Zoomed window:
Region (10, 10) to (35, 35) um. Cells in grey, sequential cells in the stronger grey; small squares are vias.
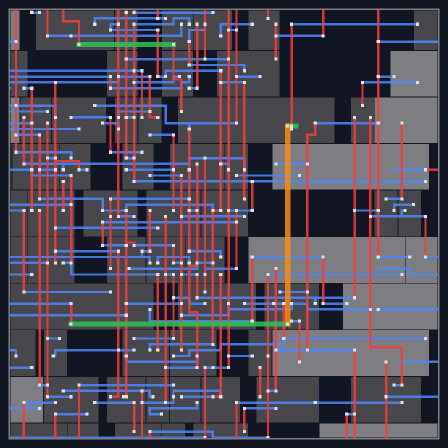
Metal 2:
Drawn at 8 px/um.
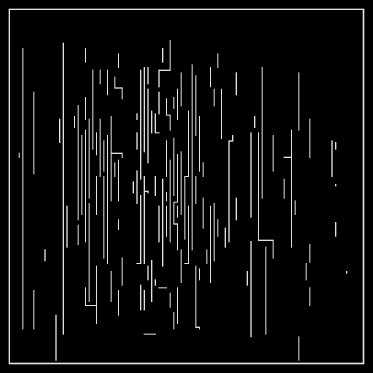
`config.mk`:
```
export PLATFORM = sky130hd
export DESIGN_NAME = uart_rx_ctrl
export DESIGN_NICKNAME = d
export VERILOG_FILES = /design/src/rtl/uart_rx_ctrl.sv
export SDC_FILE = /design/constraint.sdc
export NUM_CORES = 1
export LEC_CHECK = 0
export CORE_UTILIZATION = 50
export CTS_BUF_LIST = sky130_fd_sc_hd__clkbuf_16
export DETAILED_ROUTE_END_ITERATION = 12
export PLACE_DENSITY = 0.75
export SETUP_SLACK_MARGIN = 0.4
export SLEW_MARGIN = 20
export SYNTH_ARGS = -nofsm -noshare
export SYNTH_HDL_FRONTEND = slang
export SYNTH_SLANG_ARGS = --single-unit
```
`constraint.sdc`:
```
create_clock -name rx_clk -period 4.1 [get_ports rx_clk]
set_clock_uncertainty 0.05 [all_clocks]
set_input_delay 0.82 -clock rx_clk [delete_from_list [all_inputs] [get_ports rx_clk]]
set_output_delay 0.82 -clock rx_clk [all_outputs]
set_load 0.05 [all_outputs]
```
`src/rtl/uart_rx_ctrl.sv`:
```
// uart_rx_ctrl: oversampled UART receive controller that strobes bits into a downstream SIPO.
// Define UART_PARITY_EN to insert an even-parity bit between the data bits and the stop bit.
module uart_rx_ctrl #(
  parameter int DATA_WIDTH = 8,
  parameter int OVERSAMPLE = 16
) (
  input  logic rx_clk,
  input  logic rx_rst_n,
  input  logic rx_in,
  input  logic sample_tick,
  output logic shift,
  output logic serial_bit,
  output logic load,
  output logic frame_err,
  output logic parity_err,
  output logic busy
);
  // state  | meaning
  // IDLE   | line idle, waiting for a falling edge on rx_s
  // START  | confirming the start bit at its centre
  // DATA   | sampling DATA_WIDTH bits at bit centres, LSB first
  // PARITY | sampling the even-parity bit (UART_PARITY_EN only)
  // STOP   | sampling the stop bit, issuing load or error strobes

  localparam int TW = $clog2(OVERSAMPLE);
  localparam int BW = $clog2(DATA_WIDTH + 1);
  localparam logic [TW-1:0] TICK_HALF = TW'(OVERSAMPLE / 2 - 1);
  localparam logic [TW-1:0] TICK_FULL = TW'(OVERSAMPLE - 1);
  localparam logic [BW-1:0] BIT_CNT   = BW'(DATA_WIDTH);

`ifdef UART_PARITY_EN
  typedef enum logic [2:0] {IDLE, START, DATA, PARITY, STOP} state_t;
`else
  typedef enum logic [2:0] {IDLE, START, DATA, STOP} state_t;
`endif

  state_t          state_q, state_d;
  logic [TW-1:0]   tick_q, tick_d;
  logic [BW-1:0]   bit_q, bit_d;
  logic            rx_meta_q, rx_s_q;
  logic            need_high_q, need_high_d;
  logic            shift_q, shift_d;
  logic            bit_val_q, bit_val_d;
  logic            load_q, load_d;
  logic            ferr_q, ferr_d;
`ifdef UART_PARITY_EN
  logic            par_q, par_d;
  logic            par_bad_q, par_bad_d;
  logic            perr_q, perr_d;
`endif

  always_ff @(posedge rx_clk or negedge rx_rst_n) begin
    if (!rx_rst_n) begin
      rx_meta_q <= 1'b1;
      rx_s_q    <= 1'b1;
    end else begin
      rx_meta_q <= rx_in;
      rx_s_q    <= rx_meta_q;
    end
  end

  always_ff @(posedge rx_clk or negedge rx_rst_n) begin
    if (!rx_rst_n) begin
      state_q     <= IDLE;
      tick_q      <= '0;
      bit_q       <= '0;
      need_high_q <= 1'b0;
      shift_q     <= 1'b0;
      bit_val_q   <= 1'b0;
      load_q      <= 1'b0;
      ferr_q      <= 1'b0;
`ifdef UART_PARITY_EN
      par_q       <= 1'b0;
      par_bad_q   <= 1'b0;
      perr_q      <= 1'b0;
`endif
    end else begin
      state_q     <= state_d;
      tick_q      <= tick_d;
      bit_q       <= bit_d;
      need_high_q <= need_high_d;
      shift_q     <= shift_d;
      bit_val_q   <= bit_val_d;
      load_q      <= load_d;
      ferr_q      <= ferr_d;
`ifdef UART_PARITY_EN
      par_q       <= par_d;
      par_bad_q   <= par_bad_d;
      perr_q      <= perr_d;
`endif
    end
  end

  always_comb begin
    state_d     = state_q;
    tick_d      = tick_q;
    bit_d       = bit_q;
    need_high_d = need_high_q;
    shift_d     = 1'b0;
    bit_val_d   = bit_val_q;
    load_d      = 1'b0;
    ferr_d      = 1'b0;
`ifdef UART_PARITY_EN
    par_d       = par_q;
    par_bad_d   = par_bad_q;
    perr_d      = 1'b0;
`endif

    // After a low stop bit the line must be seen high before a new start is accepted.
    if (need_high_q && rx_s_q) need_high_d = 1'b0;

    case (state_q)
      IDLE: begin
        if (!rx_s_q && !need_high_q) begin
          state_d = START;
          tick_d  = '0;
          bit_d   = '0;
`ifdef UART_PARITY_EN
          par_d     = 1'b0;
          par_bad_d = 1'b0;
`endif
        end
      end
      START: begin
        if (sample_tick) begin
          if (tick_q == TICK_HALF) begin
            tick_d  = '0;
            state_d = rx_s_q ? IDLE : DATA;
          end else begin
            tick_d = tick_q + TW'(1);
          end
        end
      end
      DATA: begin
        if (sample_tick) begin
          if (tick_q == TICK_FULL) begin
            tick_d    = '0;
            shift_d   = 1'b1;
            bit_val_d = rx_s_q;
            bit_d     = bit_q + BW'(1);
`ifdef UART_PARITY_EN
            par_d = par_q ^ rx_s_q;
            if (bit_d == BIT_CNT) state_d = PARITY;
`else
            if (bit_d == BIT_CNT) state_d = STOP;
`endif
          end else begin
            tick_d = tick_q + TW'(1);
          end
        end
      end
`ifdef UART_PARITY_EN
      PARITY: begin
        if (sample_tick) begin
          if (tick_q == TICK_FULL) begin
            tick_d    = '0;
            par_bad_d = par_q ^ rx_s_q;
            state_d   = STOP;
          end else begin
            tick_d = tick_q + TW'(1);
          end
        end
      end
`endif
      STOP: begin
        if (sample_tick) begin
          if (tick_q == TICK_FULL) begin
            tick_d  = '0;
            state_d = IDLE;
`ifdef UART_PARITY_EN
            perr_d = par_bad_q;
            load_d = rx_s_q && !par_bad_q;
`else
            load_d = rx_s_q;
`endif
            if (!rx_s_q) begin
              ferr_d      = 1'b1;
              need_high_d = 1'b1;
            end
          end else begin
            tick_d = tick_q + TW'(1);
          end
        end
      end
      default: state_d = IDLE;
    endcase
  end

  assign shift      = shift_q;
  assign serial_bit = bit_val_q;
  assign load       = load_q;
  assign frame_err  = ferr_q;
  assign busy       = (state_q != IDLE);
`ifdef UART_PARITY_EN
  assign parity_err = perr_q;
`else
  assign parity_err = 1'b0;
`endif

endmodule

```
==> out/results.txt <==
Layout Area Growth over Synthesis: 16.4%
Via count of the first global-routing pass: 602
Predominant post-synthesis flop cell: sky130_fd_sc_hd__dfrtp_1
Leading cell types in the layout, fill and taps excluded: sky130_fd_sc_hd__dfrtp_1, sky130_fd_sc_hd__clkdlybuf4s50_1, sky130_fd_sc_hd__nand2_1
Post-route setup TNS: 0 ns
Required time at the endpoint of the critical path: 3.23 ns
Cell taking the most area after synthesis: sky130_fd_sc_hd__dfrtp_1
I/O pin count: 10
Nets in the synthesized netlist: 94
Detailed-routing iteration count for the pre-antenna-repair pass: 4
Endpoints failing hold: 0
Achievable frequency: 370 MHz
First-pass GRT wire length: 2680 um
Root buffer cell: sky130_fd_sc_hd__clkbuf_16
Number of buffers between clock root and the deepest sink: 2
Count of antenna-violating nets left after detailed routing: 0
Largest net degree at the start of global routing: 18
Final global-route overflow total: 0
All-Layer GR Usage: 19.1%
Cell total in the yosys stat output: 88
Half-perimeter wire length of the detailed placement result: 1050 um
Internal cell power: 0.426 mW
Clock transition time at the flip-flop clock pins of the worst setup and hold paths: 0.05 ns
CORE AREA: 1580 um^2
Number of buffers inserted during clock tree synthesis: 3
Top post-synthesis cells by count: sky130_fd_sc_hd__dfrtp_1, sky130_fd_sc_hd__nand2_1, sky130_fd_sc_hd__inv_1, sky130_fd_sc_hd__nand3_1
Signal arrival time at the worst endpoint: 1.84 ns
Top-area cell share: 42.4%
Startpoint-to-endpoint class of the critical path: register to output pin
Type of the most critical hold path: register to register
Number of slew-limit violations in the final report: 0
Switching component of the power: 0.244 mW
Share of power burned in registers: 44.6%
Launching element type of the critical path: register
Number of maximum-capacitance constraint violations: 0
Die ar.: 1940 um^2
CTS H-tree lvls: 1
Share of synthesized area occupied by flip-flops and latches: 48.3%
Pin slew with the least headroom to its limit: 0.726 ns
Routability cong.: 0.854
Number of logged tool warnings: 26
Outcome: completed
Leakage: 0.443 nW
Total Wirelength: 1580 um
Clock insertion delay at the later pin of the skew report: 0.25 ns
Critical path fanouts, max: 15
Post-CTS setup buffers: 0
Switch share: 36.4%
VDD IR-drop max: 416 uV
Vertical die dimension: 44.1 um
Effective utilization at floorplan: 56.2%
Post-Place Setup Slack: 1.68 ns
Core Rows: 14
Fraction of layout cells with a size suffix above 1: 10.6%
Max-slew headroom at the worst pin: 51.4%
Period utilization: 66.0%
Final critical-path setup slack: 1.39 ns
Final critical path time including I/O delays and setup: 2.71 ns
Initial antenna violation count: 0
Cells after Synth: 88
Setup repair after global routing missed its margin: false
Synth Warn #: 0
Number of synthesized flops with an enable pin: 0
Final Net Count: 101
Quantity of gates resized following cts: 0
Hold-fix buffers at CTS: 0
Most frequently used cell type in the post-synthesis netlist: sky130_fd_sc_hd__dfrtp_1
Wire per inst: 14.3 um
Number of vias in the routed layout: 626
Power density relative to cell area: 650 nW/um^2
Number of register bits inferred by synthesis: 17
Count of endpoints failing setup in the final report: 0
Clock sink count: 17
Type of element capturing the critical path: output pin
Number of buffer cells added on primary ports: 8
Antenna diodes: 0
Summed standard-cell area reported by yosys: 886 um^2
Unique cell type count in the Yosys netlist: 38
Clock Power Share: 29.4%
Largest cells by area after synthesis: sky130_fd_sc_hd__dfrtp_1, sky130_fd_sc_hd__dfstp_2, sky130_fd_sc_hd__mux2i_1
Vias per inst: 5.69
Gate power share: 26.1%
Width of the die: 44.1 um
Number of inserted filler cells in the final layout: 136
Post-synth ARST share: 100%
Clock tree from TritonCTS: built
Synthesized area per cell: 10.1 um^2
Post-synth design cell area: 886 um^2
Most frequent logic cell in the layout: sky130_fd_sc_hd__dfrtp_1
Initial detailed-routing violation count: 8
Count of unresolved DRC violations after routing: 0
Back to the opening pictures, 'zoomed window':
Orange shows M4. Blue shows M1. Red shows M2. Green shows M3.
Sequential cells in the window: 4. 49 logic cells have their middle in the window. Most frequent: nor2_1 (4), inv_1 (4).

Back to the opening pictures, 'metal 2':
The longest straight run is 36.4 um. The layer holds 46% of the routed length.

## logic make-up (layout without fill, tap and decap cells)
kind of cell             Yosys count  count (layout)  synth area share, %
flip-flops                        17              17                 48.3
multiplexers                       5               5                 5.93
other                              1               1                0.423
buffers and inverters             11              17                 6.07
AND/OR/NAND/NOR                   35              35                 22.7
XOR/XNOR                           3               3                 2.97
adder cells (fa/ha/maj)            2               2                 2.82
AND-OR/OR-AND                     14              14                 10.7
## power groups by stage
stage	Sequential [mW]	Clock [mW]	Combinational, mW
6_report	0.299	0.197	0.175
2_1_floorplan	0.255	0	0.180
3_3_place_gp	0.294	0	0.169
5_1_grt	0.310	0.206	0.200
3_5_place_dp	0.297	0	0.174
4_1_cts	0.296	0.202	0.177
## path summary, 6_finish.rpt
path,from,to,slack (ns),depth (start not counted)
worst max-delay path,state_q[1]$_DFFE_PN0P_,busy,1.39,2
worst min-delay path,rx_meta_q$_DFF_PN1_,rx_s_q$_DFF_PN1_,0.30,0
worst max register to register,state_q[1]$_DFFE_PN0P_,bit_q[2]$_DFFE_PN0P_,2.48,3
worst min register to register,rx_meta_q$_DFF_PN1_,rx_s_q$_DFF_PN1_,0.30,0
max in group asynchronous,rx_rst_n,tick_q[1]$_DFFE_PN0P_,2.59,1
min in group asynchronous,rx_rst_n,serial_bit$_DFFE_PN0P_,0.95,1
## registers in the layout (all words and copies together) (netlist names)
signal / flops
tick_q: 4
rx_s_q: 1
shift: 1
state_q: 2
bit_q: 4
load: 1
rx_meta_q: 1
need_high_q: 1
serial_bit: 1
frame_err: 1
## area by class of cell
| type | count | area, um^2 | area share [%] |
|---|---|---|---|
| Timing Repair Buffer | 8 | 80.1 | 7.77 |
| Sequential cell | 17 | 428 | 41.5 |
| Inverter | 5 | 18.8 | 1.82 |
| Multi-Input combinational cell | 60 | 404 | 39.2 |
| Clock buffer | 3 | 75.1 | 7.28 |
| Clock inverter | 1 | 5.00 | 0.485 |
| Tap cell | 16 | 20.0 | 1.94 |
## routing by layer
metal | vias up | global-route usage [%] | wire length, um
met3 | 2 | 6.12 | 57
li1 | 324 | - | -
met2 | 12 | 28.8 | 721
met1 | 288 | 26.3 | 787
met5 | - | 0 | 0
met4 | 0 | 6.06 | 11
## stage by stage
step / hold WS, ns / utilization (%) / cell area [um^2] / cells / total power [mW]
floorplan: 0.295 / - / 886 / 88 / 0.436
global placement: 0.301 / 60.3 / 951 / 106 / 0.464
detailed placement: 0.298 / 60.3 / 951 / 106 / 0.471
CTS: 0.305 / 65.4 / 1030 / 110 / 0.675
global route: 0.303 / 65.4 / 1030 / 110 / 0.716
finish: 0.303 / 65.4 / 1030 / 110 / 0.670
## worst max-delay path, stage by stage (launching register included)
cell	delay, ns
sky130_fd_sc_hd__dfrtp_1	0.53
sky130_fd_sc_hd__or2_2	0.36
sky130_fd_sc_hd__clkdlybuf4s50_1	0.70
No activity file was given, so power comes from the tool's default toggle rates.
